==> src/rtl/mux_4_1_arbiter.sv <==
// mux_4_1_arbiter: round-robin req/grant arbiter with hold timer sharing a 4:1 single-bit mux.
module mux_4_1 (
    input  logic in0,
    input  logic in1,
    input  logic in2,
    input  logic in3,
    input  logic sel0,
    input  logic sel1,
    output logic out
);
    assign out = sel1 ? (sel0 ? in3 : in2) : (sel0 ? in1 : in0);
endmodule

module mux_4_1_arbiter #(
    parameter int HOLD_MAX = 4
) (
    input  logic       clk,
    input  logic       reset,
    input  logic [3:0] req,
    input  logic       in0,
    input  logic       in1,
    input  logic       in2,
    input  logic       in3,
    output logic [3:0] grant,
    output logic       sel0,
    output logic       sel1,
    output logic       busy,
    output logic       out
);
    localparam int CW = $clog2(HOLD_MAX);
    localparam logic IDLE = 1'b0;
    localparam logic GRANT = 1'b1;
    logic          state;
    logic [1:0]    owner;
    logic [1:0]    ptr;
    logic [CW-1:0] cnt;
    logic [1:0]    pick;
    logic [3:0]    others;
    logic          last;
    logic          take;
    logic          mux_out;
    // Descending scan so the smallest offset from ptr wins.
    always_comb begin
        pick = ptr;
        for (int i = 3; i >= 0; i--) begin
            if (req[2'(ptr + 2'(i))]) pick = 2'(ptr + 2'(i));
        end
    end
    assign others = req & ~(4'b0001 << owner);
    assign last   = cnt == CW'(HOLD_MAX - 1);
    assign take   = (state == IDLE || !req[owner]) ? |req : (last && |others);
    always_ff @(posedge clk or posedge reset) begin
        if (reset) begin
            state <= IDLE;
            owner <= '0;
            ptr   <= '0;
            cnt   <= '0;
            grant <= '0;
            busy  <= 1'b0;
        end else if (take) begin
            state <= GRANT;
            owner <= pick;
            ptr   <= pick + 2'd1;
            cnt   <= '0;
            grant <= 4'b0001 << pick;
            busy  <= 1'b1;
        end else if (state == GRANT && !req[owner]) begin
            state <= IDLE;
            grant <= '0;
            busy  <= 1'b0;
        end else if (state == GRANT) begin
            cnt <= last ? '0 : cnt + 1'b1;
        end
    end
    assign sel0 = owner[0];
    assign sel1 = owner[1];
    mux_4_1 u_mux (
        .in0 (in0),
        .in1 (in1),
        .in2 (in2),
        .in3 (in3),
        .sel0(sel0),
        .sel1(sel1),
        .out (mux_out)
    );
    assign out = busy & mux_out;
endmodule

==> config.mk <==
export PLATFORM = sky130hd
export DESIGN_NAME = mux_4_1_arbiter
export DESIGN_NICKNAME = d
export VERILOG_FILES = /design/src/rtl/mux_4_1_arbiter.sv
export SDC_FILE = /design/constraint.sdc
export NUM_CORES = 1
export LEC_CHECK = 0
export CAP_MARGIN = 20
export CORE_MARGIN = 3
export CORE_UTILIZATION = 46
export CTS_BUF_LIST = sky130_fd_sc_hd__clkbuf_8
export CTS_CLUSTER_SIZE = 10
export DETAILED_ROUTE_END_ITERATION = 7
export PLACE_DENSITY_LB_ADDON = 0.3
export SKIP_CTS_REPAIR_TIMING = 1
export SYNTH_ARGS = -nofsm -noshare
export SYNTH_HDL_FRONTEND = slang
export SYNTH_SLANG_ARGS = --single-unit
==> constraint.sdc <==
create_clock -name clk -period 1.6 [get_ports clk]
set_input_delay 0.48 -clock clk [delete_from_list [all_inputs] [get_ports clk]]
set_output_delay 0.48 -clock clk [all_outputs]
set_load 0.05 [all_outputs]
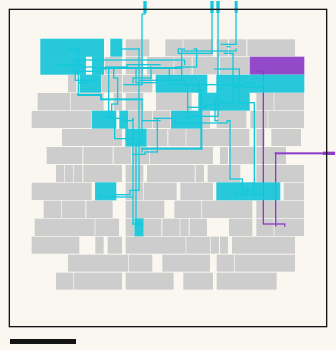
Fig. 1. I/O nets highlighted (run 1).
Bar = 10 um.
- cyan: `req` (direction input; end cells 18; buffers 12; wire 410 um)
- purple: `in2` (direction input; end cells 1; buffers 1; wire 45.8 um)

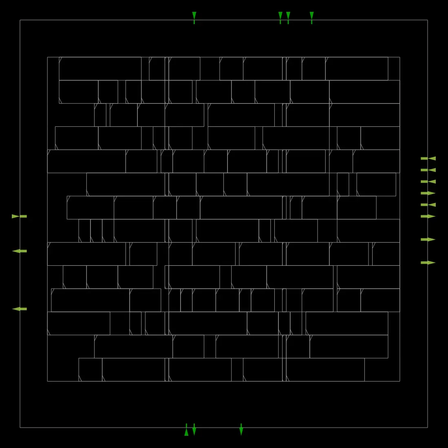
Fig. 2. Placed standard cells (run 1).
Final Non-Filler Cells: 127
FF+latch count: 11
Filler cells: 74

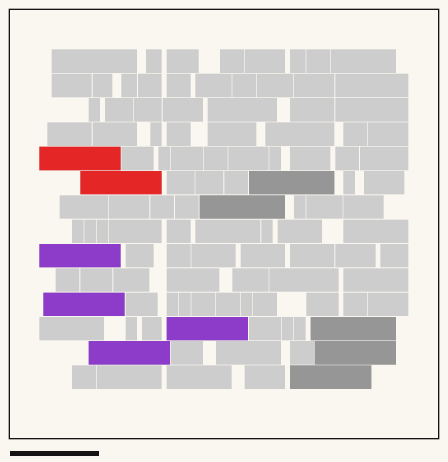
Fig. 3. Register map, names as in the netlist (run 1).
Bar = 10 um. Other sequential cells in the stronger grey, the rest of the logic in the fainter grey.
- red: `ptr` (sequential cells 2)
- purple: `grant` (sequential cells 4)
flop share of the area: 20.4%
final core occ: 86.6%

==> metrics.yaml, run 1 <==
worst_setup_path:
  end_kind: "primary output"
  worst-path-stages: 3
  cp.arrival_ns: 1.42
  setup.worst_path.end: "out"
  slowest_delay_ns: 0.51
  cpLargestDelayFamily: "multiplexers"
  required_ns: 1.12
  r2r.worst_path.cells: 6
  r2r-end: "owner[1]$_DFFE_PP0P_"
  crit_chain: "mux4_2, and2_4, buf_8"
  slowest_stage: "mux4_2"
  r2r_slack_ns: -0.15
final_layout:
  buffers_excl_clock: 40
  ff_latch_area_um2: 279
  largest_register_ffs: 4
  layout.cells.most_common: "buf_4"
  layout_top_cells: "19 x buf_4, 9 x nand2_1, 8 x dfrtp_1"
  finalInstanceArea_um2: 1370
  drive_gt1_share_pct: 60.4
global_routing:
  grt_max_degree: 12
  grt_use_total_pct: 18.1
  grt_pass1_vias: 690
  met2_usage_pct: 34.3
  grt-busiest-layer: "met2"
floorplan:
  rows: 14
  core_area_um2: 1580
  nWellTaps: 16
  die_h_um: 47.9
  die_x_um: 47.9
  io_pins: 18
synth:
  edf_count: 0
  adder_share_pct: 1.55
  aoi_share_pct: 17.7
  syn_nets: 82
  syn_inst: 71
  synth_area_um2: 807
  topCellsByArea: "dfrtp_1 34%, mux2i_1 8.7%, nand2_1 4.2%, mux2_4 3.7%, clkbuf_8 3.4%"
  top_area_cell: "dfrtp_1"
  yosys-mux-area-fraction_pct: 18.3
  common_cells: "11 x dfrtp_1, 9 x nand2_1, 7 x mux2i_1, 5 x inv_1"
  ys.flops: 11
  top_area_share_pct: 34.1
  simple_gate_share_pct: 18.8
  ys_cells: 71
  ys_chip_area_um2: 807
run_status:
  violations: "setup timing"
  status: "finished, violations left"
final_timing:
  slew_viol_final: 0
  finalHoldViolCount: 0
  fin_skew_ns: 0.00377
  setup_tns_ns: -1.34
  worst_pin_slew_ns: 0.421
  setup_violations: 9
  hold_slack_ns: 0.496
  rsz0062_at_grt: "yes"
  fin_ws_ns: -0.304
  fin_crit_ns: 1.90
power:
  p_seq_share_pct: 20.8
  p_comb_share_pct: 68.7
  switchingPower_w: 0.00107
  p_leak_nw: 0.658
  comb_power_w: 0.00177
  powerClk_w: 0.000271
  top_power_group: "combinational cells"
  netSwitchingFraction_pct: 41.6
  peakVddDrop_uv: 1480
drt:
  vias: 722
  drt_pass1_iterations: 4
  wl_met3_um: 169
  top_layer: "met4"
  routed_via_density: 5.69
  ant_nets: 0
  drt-met1-wl_um: 783
  drc_errors: 0
  drtIter0Drc: 10
  wl_mm: 2.20
clock_network:
  root_buffer: "clkbuf_8"
  path_clk_slew_ns: 0.05
  cts_max_level: 1
  clock_latency_ns: 0.24
run:
  cap_violations: 0
place:
  portBuffers: 17
  place_area_um2: 1180
min_path:
  min_path_type: "reg -> reg"
## Run 2: what changed since run 1
- REMOVE_ABC_BUFFERS: not set -> 1
- SLEW_MARGIN: not set -> 30
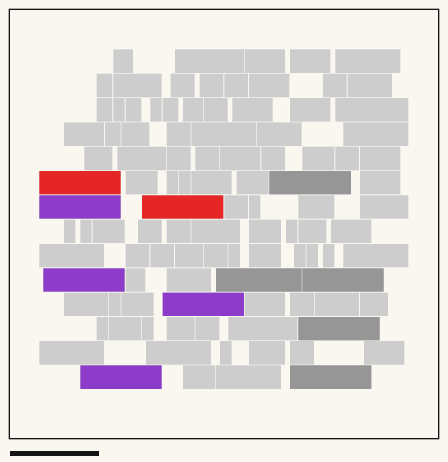
Fig. 4. Register map, names as in the netlist (run 2).
Bar = 10 um. Other sequential cells in the stronger grey, the rest of the logic in the fainter grey.
- red: `ptr` (sequential cells 2)
- purple: `grant` (sequential cells 4)
- not coloured: 5
flop share of the area: 22.6%
register area: 277 um^2
final core occ: 77.7%

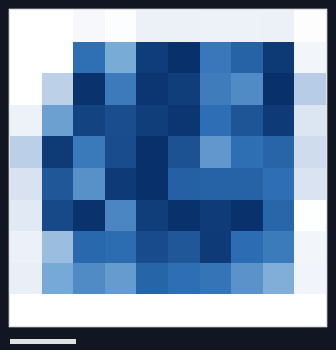
Fig. 5. Cell area per tile (run 2).
Bar = 10 um. 10 x 10 tiles, from white (low) to dark blue (high), 0 to 100% covered.
- emptiest ninth of the die: upper left
- nearly empty tiles: 18%
- tiles over 75% full: 41%
- fullest tile: 100%
- mean over tiles: 53%
- densest ninth of the die: centre

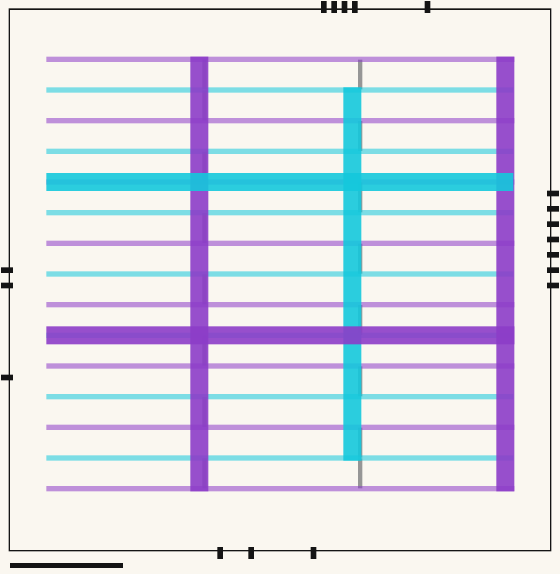
Fig. 6. PDN straps and rails (run 2).
Bar = 10 um. Pins as bars on the die edge. Tap cells in grey.
- cyan: VDD
- purple: VSS
- tap cells: 16
- rows: 14
- met1 rails: 15
- met4 straps: 3
DIE HEIGHT: 47.9 um
die width: 47.9 um
peak supply drop: 1390 uV
core area: 1580 um^2

==> run 2 against run 1 <==
The run still ends with setup timing left. Sequential power down 4%. Sequential share of layout area up 2.1 points. Area after synthesis unchanged. Worst setup slack worse by 0.013 ns. Clock power about the same.
==> metrics.yaml, run 2 <==
run_status:
  status: "finished, violations left"  # unchanged
  violations: "setup timing"  # unchanged
power:
  p_leak_nw: 0.609  # was 0.658 nW
  p_seq_share_pct: 21.6  # was 20.8%
  p_int_w: 0.00140  # was 0.00150 W
  comb_power_w: 0.00159  # was 0.00177 W
  p_comb_share_pct: 66.9  # was 68.7%
  top_power_group: "combinational cells"  # unchanged
  powerClk_w: 0.000272  # was 0.000271 W
  switchingPower_w: 0.000986  # was 0.00107 W
  netSwitchingFraction_pct: 41.4  # was 41.6%
drt:
  drt_pass1_iterations: 4  # unchanged
  ant_nets: 0  # unchanged
  wl_mm: 1.90  # was 2.20 mm
  drt-met1-wl_um: 749  # was 783 um
  top_layer: "met4"  # unchanged
  wl_met2_mm: 1.05  # was 1.20 mm
  drtIter0Drc: 7  # was 10
  wl_met3_um: 85  # was 169 um
  routed_via_density: 5.67  # was 5.69
  vias: 680  # was 722
  drc_errors: 0  # unchanged
final_timing:
  fin_crit_ns: 1.92  # was 1.90 ns
  setup_violations: 9  # unchanged
  finalCritPeriodShare_pct: 120  # was 119%
  rsz0062_at_grt: "yes"  # unchanged
  hold_slack_ns: 0.509  # was 0.496 ns
  finalHoldViolCount: 0  # unchanged
  setup_tns_ns: -1.25  # was -1.34 ns
  fin_ws_ns: -0.318  # was -0.304 ns
  worst_pin_slew_ns: 0.478  # was 0.421 ns
  fin_skew_ns: 0.00615  # was 0.00377 ns
  slew_viol_final: 0  # unchanged
synth:
  edf_count: 0  # unchanged
  top_area_share_pct: 34.1  # unchanged
  logic_family: "simple AND/OR/NAND/NOR gates"  # unchanged
  xor_share_pct: 1.09  # unchanged
  adder_share_pct: 1.55  # unchanged
  yosysWarnings: 0  # unchanged
  ys_cells: 71  # unchanged
  synth-main-ff-cell: "dfrtp_1"  # unchanged
  synth_area_um2: 807  # unchanged
  yosys-mux-area-fraction_pct: 18.3  # unchanged
  top_area_cell: "dfrtp_1"  # unchanged
  ys.flops: 11  # unchanged
  yosys.cell_types.count: 36  # unchanged
  topCellsByArea: "dfrtp_1 34%, mux2i_1 8.7%, nand2_1 4.2%, mux2_4 3.7%, clkbuf_8 3.4%"  # unchanged
  simple_gate_share_pct: 18.8  # unchanged
  syn_inst: 71  # unchanged
  common_cells: "11 x dfrtp_1, 9 x nand2_1, 7 x mux2i_1, 5 x inv_1"  # unchanged
  ys_chip_area_um2: 807  # unchanged
  aoi_share_pct: 17.7  # unchanged
  syn_avg_cell_area_um2: 11.4  # unchanged
place:
  post-place-cells: 115  # was 119
  portBuffers: 17  # unchanged
  place_area_um2: 1130  # was 1180 um^2
  gp_congestion: 0.740  # was 0.863
global_routing:
  met2_usage_pct: 33.8  # was 34.3%
  grt_use_met1_pct: 22.8  # was 18.4%
  grt_pass1_vias: 697  # was 690
  grt_use_total_pct: 19.5  # was 18.1%
  antenna_found_initial: 0  # unchanged
  grt_max_degree: 12  # unchanged
  grt-busiest-layer: "met2"  # unchanged
  use_met3_pct: 7.14  # was 6.39%
worst_setup_path:
  cp.arrival_ns: 1.44  # was 1.42 ns
  slowest_delay_ns: 0.51  # about the same
  required_ns: 1.12  # about the same
  r2r_slack_ns: -0.14  # was -0.15 ns
  crit_type: "reg -> out"  # unchanged
  cp_max_fo: 2  # was 3
  end_kind: "primary output"  # unchanged
  setup.worst_path.end: "out"  # unchanged
  startpoint: "owner[0]$_DFFE_PP0P_"  # unchanged
  r2r-end: "owner[1]$_DFFE_PP0P_"  # unchanged
  worst-path-stages: 3  # unchanged
  slowest_stage: "mux4_2"  # unchanged
  r2r.worst_path.cells: 6  # unchanged
  crit_chain: "mux4_2, and2_4, buf_8"  # unchanged
  cpLargestDelayFamily: "multiplexers"  # unchanged
min_path:
  hold_path.startpoint: "cnt[0]$_DFFE_PP0P_"  # unchanged
  min_path_type: "reg -> reg"  # unchanged
  hold_path_end: "cnt[0]$_DFFE_PP0P_"  # unchanged
clock_network:
  cts_tree: "yes"  # unchanged
  clock_latency_ns: 0.24  # about the same
  max-clock-path-buffers: 2  # unchanged
  clock-sinks: 11  # unchanged
  root_buffer: "clkbuf_8"  # unchanged
  path_clk_slew_ns: 0.05  # about the same
  cts_max_level: 1  # unchanged
final_layout:
  inv_count: 5  # unchanged
  layout_top_cells: "15 x buf_4, 10 x dfrtp_1, 9 x nand2_1"  # was 19 x buf_4, 9 x nand2_1, 8 x dfrtp_1
  finalInstanceArea_um2: 1220  # was 1370 um^2
  fillers: 99  # was 74
  seq_cell_count: 11  # unchanged
  clk_share_pct: 3.68  # was 3.30%
  final_nets: 116  # was 123
  layoutNonFillerInstCount: 120  # was 127
  buffers_excl_clock: 33  # was 40
  clock_buffers: 3  # unchanged
  comb_area_um2: 475  # was 557 um^2
  layout.cells.most_common: "buf_4"  # unchanged
  largestClassByArea: "combinational gates"  # unchanged
  largest_register_ffs: 4  # unchanged
  drive_gt1_share_pct: 45.2  # was 60.4%
run:
  cap_violations: 0  # unchanged
floorplan:
  rows: 14  # unchanged
  io_pins: 18  # unchanged
  nWellTaps: 16  # unchanged
## Run 3: what changed since run 2
- CAP_MARGIN: 20 -> 5
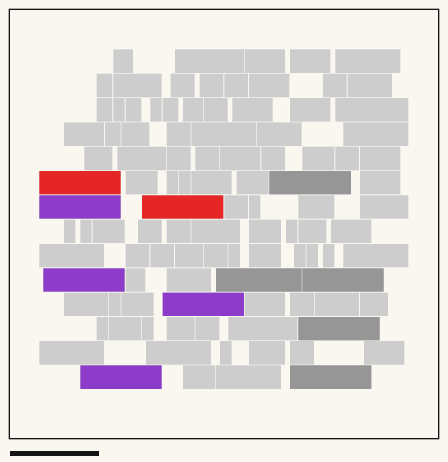
Fig. 7. Register map, names as in the netlist (run 3).
Bar = 10 um. Other sequential cells in the stronger grey, the rest of the logic in the fainter grey.
- red: `ptr` (sequential cells 2)
- purple: `grant` (sequential cells 4)
- not coloured: 5
Seq. pwr: 0.000516 W

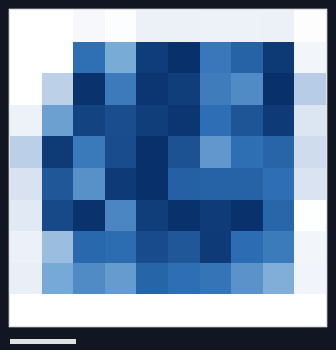
Fig. 8. Cell area per tile (run 3).
Bar = 10 um. 10 x 10 tiles, from white (low) to dark blue (high), 0 to 100% covered.
- fullest tile: 100%
- densest ninth of the die: centre
- mean over tiles: 53%
Initial Util: 51.2%

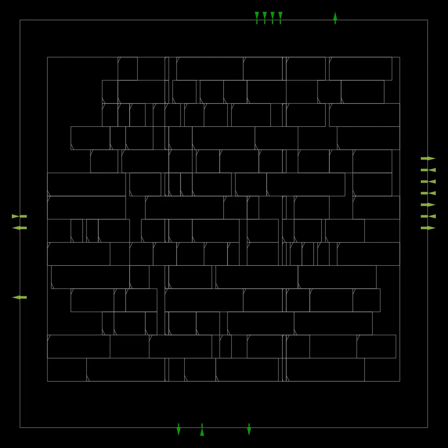
Fig. 9. Placed standard cells (run 3).
n_taps: 16
Filler cells: 99

==> run 3 against run 2 <==
Combinational power hardly changed. Synthesized cell count stayed put. Via count stayed put. The flow still finishes with violations (setup timing). Critical path depth stayed put. Highest routed layer unchanged. Register-to-register slack hardly changed. Clock skew stayed put. Utilization stayed put. Sequential share of layout area stayed put.
==> metrics.yaml, run 3 <==
run_status:
  status: "finished, violations left"  # unchanged
  violations: "setup timing"  # unchanged
final_layout:
  largestClassByArea: "combinational gates"  # unchanged
  clk_share_pct: 3.68  # unchanged
  ff_latch_area_um2: 277  # unchanged
  buffers_excl_clock: 33  # unchanged
  largest_register_ffs: 4  # unchanged
  layout_top_cells: "15 x buf_4, 10 x dfrtp_1, 9 x nand2_1"  # unchanged
  comb_area_um2: 475  # unchanged
  seq_share_pct: 22.6  # unchanged
global_routing:
  grt_use_met1_pct: 22.8  # unchanged
  grt_use_total_pct: 19.5  # unchanged
  antenna_found_initial: 0  # unchanged
  met2_usage_pct: 33.8  # unchanged
  grt_max_degree: 12  # unchanged
clock_network:
  max-clock-path-buffers: 2  # unchanged
  clock-sinks: 11  # unchanged
  root_buffer: "clkbuf_8"  # unchanged
place:
  gp_congestion: 0.740  # unchanged
  post-place-cells: 115  # unchanged
worst_setup_path:
  end_kind: "primary output"  # unchanged
  slowest_stage: "mux4_2"  # unchanged
  r2r.worst_path.cells: 6  # unchanged
  setup.worst_path.end: "out"  # unchanged
  crit_type: "reg -> out"  # unchanged
  r2r_slack_ns: -0.14  # about the same
  cp_max_fo: 2  # unchanged
  worst-path-stages: 3  # unchanged
  startpoint: "owner[0]$_DFFE_PP0P_"  # unchanged
  crit_chain: "mux4_2, and2_4, buf_8"  # unchanged
  r2r-end: "owner[1]$_DFFE_PP0P_"  # unchanged
synth:
  yosys.cell_types.count: 36  # unchanged
  edf_count: 0  # unchanged
  syn_inst: 71  # unchanged
  xor_share_pct: 1.09  # unchanged
  common_cells: "11 x dfrtp_1, 9 x nand2_1, 7 x mux2i_1, 5 x inv_1"  # unchanged
  topCellsByArea: "dfrtp_1 34%, mux2i_1 8.7%, nand2_1 4.2%, mux2_4 3.7%, clkbuf_8 3.4%"  # unchanged
  ys_cells: 71  # unchanged
  logic_family: "simple AND/OR/NAND/NOR gates"  # unchanged
  yosysWarnings: 0  # unchanged
min_path:
  hold_path_end: "cnt[0]$_DFFE_PP0P_"  # unchanged
  hold_path.startpoint: "cnt[0]$_DFFE_PP0P_"  # unchanged
final_timing:
  worst_pin_slew_ns: 0.478  # unchanged
  rsz0062_at_grt: "yes"  # unchanged
  fin_ws_ns: -0.318  # unchanged
  setup_tns_ns: -1.25  # unchanged
  hold_slack_ns: 0.509  # unchanged
  fin_crit_ns: 1.92  # unchanged
  setup_violations: 9  # unchanged
drt:
  drt_pass1_iterations: 4  # unchanged
  drtIter0Drc: 7  # unchanged
  drt-met1-wl_um: 749  # unchanged
  vias: 680  # unchanged
  drc_errors: 0  # unchanged
  wl_met3_um: 85  # unchanged
  wl_met2_mm: 1.05  # unchanged
  ant_nets: 0  # unchanged
  top_layer: "met4"  # unchanged
power:
  peakVddDrop_uv: 1390  # unchanged
  netSwitchingFraction_pct: 41.4  # unchanged
  comb_power_w: 0.00159  # about the same
  top_power_group: "combinational cells"  # unchanged
  powerClk_w: 0.000272  # about the same
  p_int_w: 0.00140  # unchanged
  p_seq_share_pct: 21.6  # about the same
floorplan:
  rows: 14  # unchanged
  core_area_um2: 1580  # unchanged
  io_pins: 18  # unchanged
  die_h_um: 47.9  # unchanged
run:
  cap_violations: 0  # unchanged
Power figures rest on the tool's default switching activity, not on a simulated workload.
